[src/rtl/fetch_sequencer.sv]
// Multi-cycle fetch/decode/execute/writeback sequencer with a 13-bit PC.
// Optional retired-instruction counter enabled by FETCH_SEQ_INSTR_COUNT_EN.
module fetch_sequencer (
   input  logic        clk,
   input  logic        rst,
   input  logic        start,
   input  logic        halt_instr,
   input  logic        stall,
   input  logic [2:0]  branch,
   input  logic        jump,
   input  logic [12:0] pda,
   input  logic [12:0] rs_out,
   input  logic [12:0] offset,
   output logic [12:0] pc,
   output logic        imem_en,
   output logic        ir_load,
   output logic        reg_write_en,
   output logic [2:0]  state,
   output logic        running
`ifdef FETCH_SEQ_INSTR_COUNT_EN
   ,
   output logic [15:0] instr_count
`endif
);

   typedef enum logic [2:0] {
      S_IDLE   = 3'b000,
      S_FETCH  = 3'b001,
      S_DECODE = 3'b010,
      S_EXEC   = 3'b011,
      S_WB     = 3'b100,
      S_HALT   = 3'b101
   } state_t;

   state_t      state_r;
   state_t      state_next_s;
   logic [12:0] pc_r;
   logic [12:0] pc_next_s;
   logic        imem_en_r;
   logic        ir_load_r;
   logic        reg_write_en_r;
   logic        running_r;

   // Next-state decode.
   always_comb begin
      state_next_s = state_r;
      case (state_r)
         S_IDLE: begin
            if (start) begin
               state_next_s = S_FETCH;
            end else begin
               state_next_s = S_IDLE;
            end
         end
         S_FETCH:  state_next_s = S_DECODE;
         S_DECODE: begin
            if (halt_instr) begin
               state_next_s = S_HALT;
            end else begin
               state_next_s = S_EXEC;
            end
         end
         S_EXEC: begin
            if (stall) begin
               state_next_s = S_EXEC;
            end else begin
               state_next_s = S_WB;
            end
         end
         S_WB:     state_next_s = S_FETCH;
         S_HALT:   state_next_s = S_HALT;
         default:  state_next_s = S_IDLE;
      endcase
   end

   // Next-PC select; branch/jump are only looked at in WB.
   always_comb begin
      pc_next_s = pc_r;
      if (state_r == S_WB) begin
         if (branch == 3'b001) begin
            pc_next_s = pda;
         end else if (branch == 3'b010) begin
            pc_next_s = rs_out;
         end else if (jump) begin
            pc_next_s = offset;
         end else begin
            pc_next_s = pc_r + 13'd4;
         end
      end else begin
         pc_next_s = pc_r;
      end
   end

   // State, PC and strobe registers; strobes are decoded from the next state
   // so they line up with the state they belong to.
   always_ff @(posedge clk) begin
      if (rst) begin
         state_r        <= S_IDLE;
         pc_r           <= 13'd0;
         imem_en_r      <= 1'b0;
         ir_load_r      <= 1'b0;
         reg_write_en_r <= 1'b0;
         running_r      <= 1'b0;
      end else begin
         state_r        <= state_next_s;
         pc_r           <= pc_next_s;
         imem_en_r      <= (state_next_s == S_FETCH);
         ir_load_r      <= (state_next_s == S_DECODE);
         reg_write_en_r <= (state_next_s == S_WB);
         running_r      <= (state_next_s != S_IDLE) && (state_next_s != S_HALT);
      end
   end

`ifdef FETCH_SEQ_INSTR_COUNT_EN
   logic [15:0] instr_count_r;

   // Retired-instruction counter, bumps once per writeback and wraps.
   always_ff @(posedge clk) begin
      if (rst) begin
         instr_count_r <= 16'd0;
      end else if (state_r == S_WB) begin
         instr_count_r <= instr_count_r + 16'd1;
      end else begin
         instr_count_r <= instr_count_r;
      end
   end

   assign instr_count = instr_count_r;
`endif

   assign pc           = pc_r;
   assign imem_en      = imem_en_r;
   assign ir_load      = ir_load_r;
   assign reg_write_en = reg_write_en_r;
   assign state        = state_r;
   assign running      = running_r;

endmodule

[config.mk]
export PLATFORM = sky130hd
export DESIGN_NAME = fetch_sequencer
export DESIGN_NICKNAME = d
export VERILOG_FILES = /design/src/rtl/fetch_sequencer.sv
export SDC_FILE = /design/constraint.sdc
export NUM_CORES = 1
export LEC_CHECK = 0
export ABC_AREA = 1
export CORE_UTILIZATION = 44
export DETAILED_ROUTE_END_ITERATION = 10
export PLACE_DENSITY = 0.86
export SLEW_MARGIN = 15
export SYNTH_ARGS = -nofsm -noshare
export SYNTH_HDL_FRONTEND = slang
export SYNTH_SLANG_ARGS = --single-unit
[constraint.sdc]
create_clock -name clk -period 3.1 [get_ports clk]
set_input_delay 0.31 -clock clk [delete_from_list [all_inputs] [get_ports clk]]
set_output_delay 0.31 -clock clk [all_outputs]
set_load 0.01 [all_outputs]
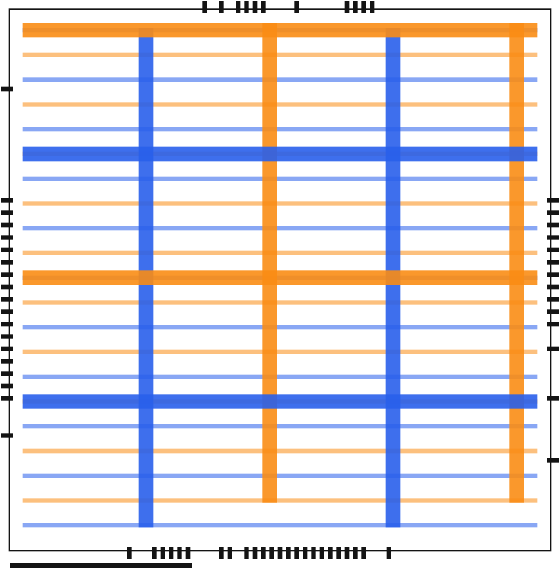
(run_1/floorplan.png)
The bar under the picture is 20 um long. Pins as bars on the die edge.
color	net
orange	VDD
blue	VSS
met1 rails	21
met5 straps	4
signal pins	68
met4 straps	4
rows	20

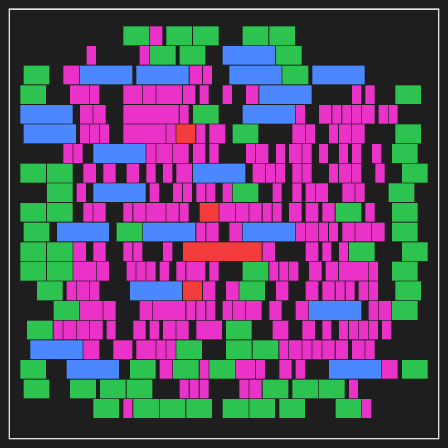
(run_1/class_map.png)
color	class	cells
red	clock drivers and dummy loads	4
blue	registers	20
magenta	remaining logic cells	208
green	remaining buffers and delay cells	67
core region area: 3080 um2
sequential fraction of total cell area: 18.5%
row cnt: 20
Layout Utilization: 70.4%

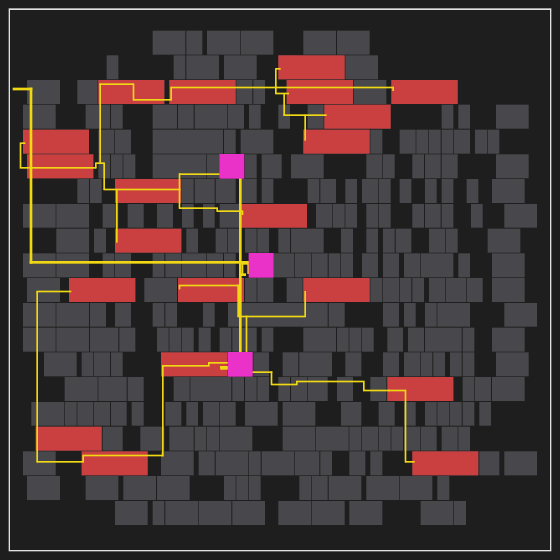
(run_1/clock_wires.png)
[yellow] clock wires | length: 296 um
[magenta] clock-net drivers | count: 3
[red] flip-flops | count: 20
flops lie	widely spread

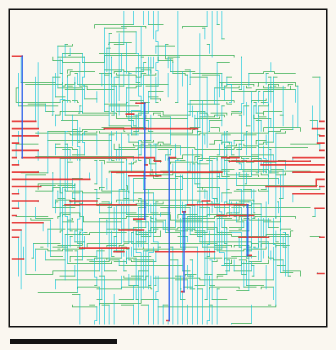
(run_1/layers.png)
The bar under the picture is 20 um long.
color	layer	wire length
cyan	M2	2,010 um
red	M3	285 um
green	M1	1,820 um
blue	M4	95.9 um
GRT Resource Usage Total: 25.3%
Detailed Route WL: 4210 um
number of vias in the routed layout: 1,784
routed wire length per instance: 12.3 um

==> results.toml, run 1 <==
# synthesis and place-and-route metrics
[floorplan]
chipWidth_um = 59.3
initCoreUtil_pct = 47.0
die_h_um = 59.3
ioPinCount = 68

[flow_run]
maxCapViolations = 0
stage_log_warnings = 26

[yosys]
synth_cell_types = 31
synth_area_um2 = 1450
yosys_cells = 237
synth_seq_share_pct = 27.7
post_synth_tally_of_flip_flops_with_integrated_enable = 0
synthesis.area_per_instance_um2 = 6.10
dominantRegCellSynth = "sky130_fd_sc_hd__dfxtp_1"
synthCells = 237
yosysChipArea_um2 = 1450
yosys_warnings = 0
synthesis.nets = 286
ys_seq_elements = 20
synth_async_sr_flop_share_pct = 0

[cts]
cts_hold_buffers = 0
post-cts-setup-buffers = 0
clkLatencyLatePin_ns = 0.31
clkSlewWorstSetupHoldPaths_ns = 0.13
number_of_buffers_added_by_the_clock_tree_synthesis_step = 3
post_cts_resized = 0
cts-root-buf = "sky130_fd_sc_hd__clkbuf_4"
cts_buffer_depth = 2

[hold_path]
worst_hold_path.num_cells = 2
worst_hold_path_type = "register to register"

[global_routing]
maximum_number_of_pins_on_one_net_before_global_route_repair = 17
grt_pass1_wl_um = 6730
met2_usage_pct = 42.2
antenna_found_initial = 0
first_global_vias = 1537
gr-total-overflow = 0

[pwr]
power_uw = 722
largest_voltage_drop_on_the_vdd_net_uv = 296

[sta]
fin_setup_tns_ns = 0
worst_slew_margin_rel_pct = 60.8
hold_ws_ns = 0.505
final.period_utilization_pct = 60.8
rsz0062_at_grt = "false"
maxSlewViolCount = 0
worst_pin_slew_ns = 0.587
timing_hold_violations_final = 0

[critical_path]
regToRegStartpoint = "state[1]$_SDFF_PP0_"
r2r_cells = 7
r2r_slack_ns = 1.45
type_of_element_capturing_the_critical_path = "register"
setup_cp_type = "input port to register"
cp-start-kind = "input port"
timing.critical_path.to = "pc[4]$_SDFFE_PP0P_"
worstReg2RegEnd = "pc[1]$_SDFFE_PP0P_"

[layout]
layout_top_cells_excl_fill_tap = "sky130_fd_sc_hd__clkdlybuf4s50_1 (67), sky130_fd_sc_hd__nand2_1 (64), sky130_fd_sc_hd__inv_1 (37), sky130_fd_sc_hd__a21oi_1 (22), sky130_fd_sc_hd__nand3_1 (21)"
synthToLayoutAreaGrowth_pct = 49.8
mostFrequentLayoutCell = "sky130_fd_sc_hd__clkdlybuf4s50_1"
layout.filler_cells = 268
drive_gt1_share_pct = 5.02
register_area_um2 = 400

[drt]
route.antenna.remaining_nets = 0
remaining_drc_errors = 0
drt_pass1_iterations = 4
post_drt_via_cell_ratio = 5.20
drt_iter0_drc = 125

[placed_design]
post_dp_cell_area_um2 = 2110
gpl.final_weighted_congestion = 0.919
buffer_ports.inserted = 67

[run_status]
run_status = "complete, no violations"
## run 1: layer usage
metal / vias to the layer above / wire length [um]
met3: 11 / 285
li1: 891 / -
met4: 0 / 95
met1: 806 / 1820
met5: - / 0
met2: 76 / 2010
## run 1: flip-flops by register name (all words and copies together), names as in the netlist
register and flops:
state 3, pc 13, ir_load 1, reg_write_en 1, running 1, imem_en 1
## run 1: cells in the mapped netlist (2+ instances only)
master	instances	area share, %
sky130_fd_sc_hd__inv_1	37	9.6
sky130_fd_sc_hd__nand4_1	3	1.3
sky130_fd_sc_hd__nor2_2	2	0.86
sky130_fd_sc_hd__nor3_1	3	1.0
sky130_fd_sc_hd__nand3_1	21	7.3
sky130_fd_sc_hd__nor2_1	12	3.1
sky130_fd_sc_hd__dfxtp_1	20	28
sky130_fd_sc_hd__o21ai_0	19	6.6
sky130_fd_sc_hd__o2bb2ai_1	2	1.2
sky130_fd_sc_hd__a21oi_1	22	7.6
sky130_fd_sc_hd__buf_2	4	1.4
sky130_fd_sc_hd__or2_2	2	0.86
sky130_fd_sc_hd__nand2_1	64	17
sky130_fd_sc_hd__o211ai_1	3	1.6
sky130_fd_sc_hd__nand2_2	2	0.86
sky130_fd_sc_hd__o21ai_1	3	1.0
sky130_fd_sc_hd__nand3b_1	2	1.0
sky130_fd_sc_hd__buf_4	3	1.6
## run 1: worst max-delay path, stage by stage
cell                              delay (ns)
sky130_fd_sc_hd__clkdlybuf4s50_1        0.41
sky130_fd_sc_hd__nand3b_1               0.43
sky130_fd_sc_hd__inv_1                  0.48
sky130_fd_sc_hd__a21oi_1                0.12
sky130_fd_sc_hd__o21ai_1                0.09
sky130_fd_sc_hd__o211ai_1               0.10
sky130_fd_sc_hd__a21oi_1                0.17
## run 1: area by class of cell
class	count	share of cell area, %
sequential	20	18.5
timing repair buffer	67	30.9
clock buffer	3	1.04
clock inverter	1	1.39
tap	44	2.54
multi-input combinational	170	39.0
inverter	38	6.58
## run 1: power breakdown
group          internal (mW)  switching, mW  total [mW]
logic                  0.118         0.0923       0.211
registers              0.273         0.0164       0.289
clock network          0.131         0.0912       0.222
## run 1: through the flow
stage,setup slack [ns],cells
5_1_grt,1.07,343
6_report,1.21,343
4_1_cts,1.27,343
3_5_place_dp,0.984,339
3_3_place_gp,1.05,339
2_1_floorplan,1.77,237
## run 1: cell families (layout without fill, tap and decap cells)
logic type	after synthesis	in the layout	share of synthesized area, %
buffers and inverters	47	109	13.8
AND-OR/OR-AND	54	54	21.3
flip-flops	20	20	27.7
adder cells (fa/ha/maj)	1	1	0.865
AND/OR/NAND/NOR	115	115	36.3
## run 1: worst min path at each step
stage,to,start
after detailed placement,pc[11]$_SDFFE_PP0P_,pc[11]$_SDFFE_PP0P_
after global placement,pc[11]$_SDFFE_PP0P_,pc[11]$_SDFFE_PP0P_
after CTS,pc[11]$_SDFFE_PP0P_,pc[11]$_SDFFE_PP0P_
after floorplan,pc[6]$_SDFFE_PP0P_,rst
after global routing,pc[11]$_SDFFE_PP0P_,pc[11]$_SDFFE_PP0P_
final,pc[11]$_SDFFE_PP0P_,pc[11]$_SDFFE_PP0P_
--- run 2 (diff from run 1) ---
--- a/config.mk
+++ b/config.mk
@@ -6,9 +6,9 @@
 export NUM_CORES = 1
 export LEC_CHECK = 0
 export ABC_AREA = 1
-export CORE_UTILIZATION = 44
+export CORE_UTILIZATION = 41
 export DETAILED_ROUTE_END_ITERATION = 10
-export PLACE_DENSITY = 0.86
+export PLACE_DENSITY = 0.81
 export SLEW_MARGIN = 15
 export SYNTH_ARGS = -nofsm -noshare
 export SYNTH_HDL_FRONTEND = slang
==> constraint.sdc (replaced) <==
create_clock -name clk -period 1.9 [get_ports clk]
set_input_delay 0.19 -clock clk [delete_from_list [all_inputs] [get_ports clk]]
set_output_delay 0.19 -clock clk [all_outputs]
set_load 0.01 [all_outputs]
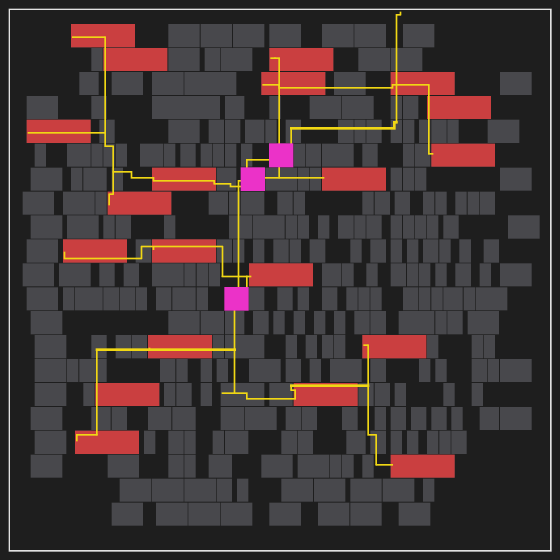
(run_2/clock_wires.png)
[red] flip-flops | count: 20
[yellow] clock wires | length: 255 um
[magenta] clock-net drivers | count: 3
routed clock nets	4

==> results.toml, run 2 <==
# synthesis and place-and-route metrics
[run_status]
run_status = "complete, no violations"

[layout]
largest_reg_flops = 13
mostFrequentLayoutCell = "sky130_fd_sc_hd__clkdlybuf4s50_1"
drive_gt1_share_pct = 6.89
synthToLayoutAreaGrowth_pct = 52.0
layout_top_cells_excl_fill_tap = "sky130_fd_sc_hd__clkdlybuf4s50_1 (67), sky130_fd_sc_hd__nand2_1 (64), sky130_fd_sc_hd__inv_1 (37), sky130_fd_sc_hd__a21oi_1 (22), sky130_fd_sc_hd__nand3_1 (21)"
final_core_utilization_pct = 65.4

[global_routing]
antenna_found_initial = 0
gr-total-overflow = 0
first_global_vias = 1503
maximum_number_of_pins_on_one_net_before_global_route_repair = 17
groute.usage.overall_pct = 22.7
grt_pass1_wl_um = 6500

[drt]
drt_pass1_iterations = 4
route.antenna.remaining_nets = 0
remaining_drc_errors = 0
post_drt_via_cell_ratio = 4.92
number_of_vias_in_the_routed_layout = 1727
detailed_route_wl_um = 4070
drt_iter0_drc = 110
wl_per_cell_um = 11.6

[yosys]
post_synth_tally_of_flip_flops_with_integrated_enable = 0
synth_async_sr_flop_share_pct = 0
synthDominantAreaCellType = "sky130_fd_sc_hd__dfxtp_1"
yosys_warnings = 0
synthesis.nets = 286
yosysChipArea_um2 = 1450
synthTopCellsByCount = "sky130_fd_sc_hd__nand2_1 (64), sky130_fd_sc_hd__inv_1 (37), sky130_fd_sc_hd__a21oi_1 (22), sky130_fd_sc_hd__nand3_1 (21), sky130_fd_sc_hd__dfxtp_1 (20)"
synthesis.area_per_instance_um2 = 6.10
ys_seq_elements = 20
synth_cell_types = 31
yosysTopAreaCellShare_pct = 27.7
synthMostInstantiatedCell = "sky130_fd_sc_hd__nand2_1"
netlist_top_cells_area = "sky130_fd_sc_hd__dfxtp_1 (28%), sky130_fd_sc_hd__nand2_1 (17%), sky130_fd_sc_hd__inv_1 (9.6%)"
dominantRegCellSynth = "sky130_fd_sc_hd__dfxtp_1"
yosys_cells = 237
synth_seq_share_pct = 27.7
synth_area_um2 = 1450

[critical_path]
cp-start-kind = "register"
crit_family = "buffers and inverters"
worstReg2RegEnd = "pc[6]$_SDFFE_PP0P_"
critical_path_cell_count = 1
regToRegStartpoint = "pc[2]$_SDFFE_PP0P_"
type_of_element_capturing_the_critical_path = "output pin"
max_stage_delay_ns = 0.58
critical-path-slowest-cell = "sky130_fd_sc_hd__clkdlybuf4s50_1"
worst_ep_arrival_time_ns = 1.35
timing.critical_path.buf_inv = 1
r2r_cells = 9
crit_chain = "clkdlybuf4s50_1"
timing.critical_path.to = "pc[2]"
setup_cp_type = "register to output pin"

[pwr]
power_mw = 1.07
largest_voltage_drop_on_the_vdd_net_uv = 288

[placed_design]
buffer_ports.inserted = 67
gpl.final_weighted_congestion = 0.854
post_dp_cell_area_um2 = 2160

[cts]
cts_hold_buffers = 0
cts.sink_count = 20
post_cts_resized = 0
clkLatencyLatePin_ns = 0.30
number_of_buffers_added_by_the_clock_tree_synthesis_step = 3
cts-root-buf = "sky130_fd_sc_hd__clkbuf_4"
clkSlewWorstSetupHoldPaths_ns = 0.12
post-cts-setup-buffers = 0

[floorplan]
chipWidth_um = 61.4
initCoreUtil_pct = 43.0
num_rows = 21
ioPinCount = 68
die_h_um = 61.4
floorplan.core_area_um2 = 3360

[sta]
rsz0062_at_grt = "false"
fin_setup_tns_ns = 0
timing_hold_violations_final = 0
final.period_utilization_pct = 81.1
maxSlewViolCount = 0
worst_slew_margin_rel_pct = 71.7

[hold_path]
worst_hold_path_type = "input port to register"
hold_path_startpoint = "pda[3]"

[flow_run]
stage_log_warnings = 26
maxCapViolations = 0
run 2: through the flow:
step                instances  hold WS (ns)  setup slack (ns)
floorplan                 237         0.259             0.574
global placement          347         0.502             0.221
detailed placement        347         0.499             0.170
CTS                       351         0.439             0.339
global route              351         0.457             0.208
finish                    351         0.448             0.358
run 2: layer usage:
layer  wire length, um  GRT usage [%]  share of wire, %  vias to the layer above
li1                  -              -                 -                      903
met1              1840           30.1                45                      754
met2              1970           38.7                48                       66
met3               219           3.15               5.4                        4
met4                43           6.35               1.1                        0
met5                 0              0                 0                        -
run 2: worst min-delay path by stage:
stage,end,slack (ns),depth (start not counted)
after global routing,pc[3]$_SDFFE_PP0P_,0.46,3
final,pc[3]$_SDFFE_PP0P_,0.45,3
after CTS,pc[3]$_SDFFE_PP0P_,0.44,3
after global placement,pc[11]$_SDFFE_PP0P_,0.50,2
after floorplan,pc[6]$_SDFFE_PP0P_,0.26,1
after detailed placement,pc[11]$_SDFFE_PP0P_,0.50,2
run 2: cell type report:
type | count | area [um2]
multi-input combinational | 170 | 846
inverter | 38 | 143
timing repair buffer | 73 | 716
sequential | 20 | 400
clock buffer | 4 | 36.3
fill | 348 | 1160
tap | 46 | 57.6
run 2: kinds of logic after synthesis:
logic type / count (synthesis) / share of synthesized area (%)
AOI/OAI and AO/OA: 54 / 21.3
adders and majority gates: 1 / 0.865
DFF: 20 / 27.7
and+or+nand+nor: 115 / 36.3
buffers and inverters: 47 / 13.8
run 2: power breakdown:
part	internal (mW)	switching, mW	leakage, nW
registers	0.445	0.0254	0.162
logic	0.200	0.150	0.780
clock network	0.117	0.135	0.0210
total	0.762	0.310	0.963
Power and IR drop assume default switching activity.
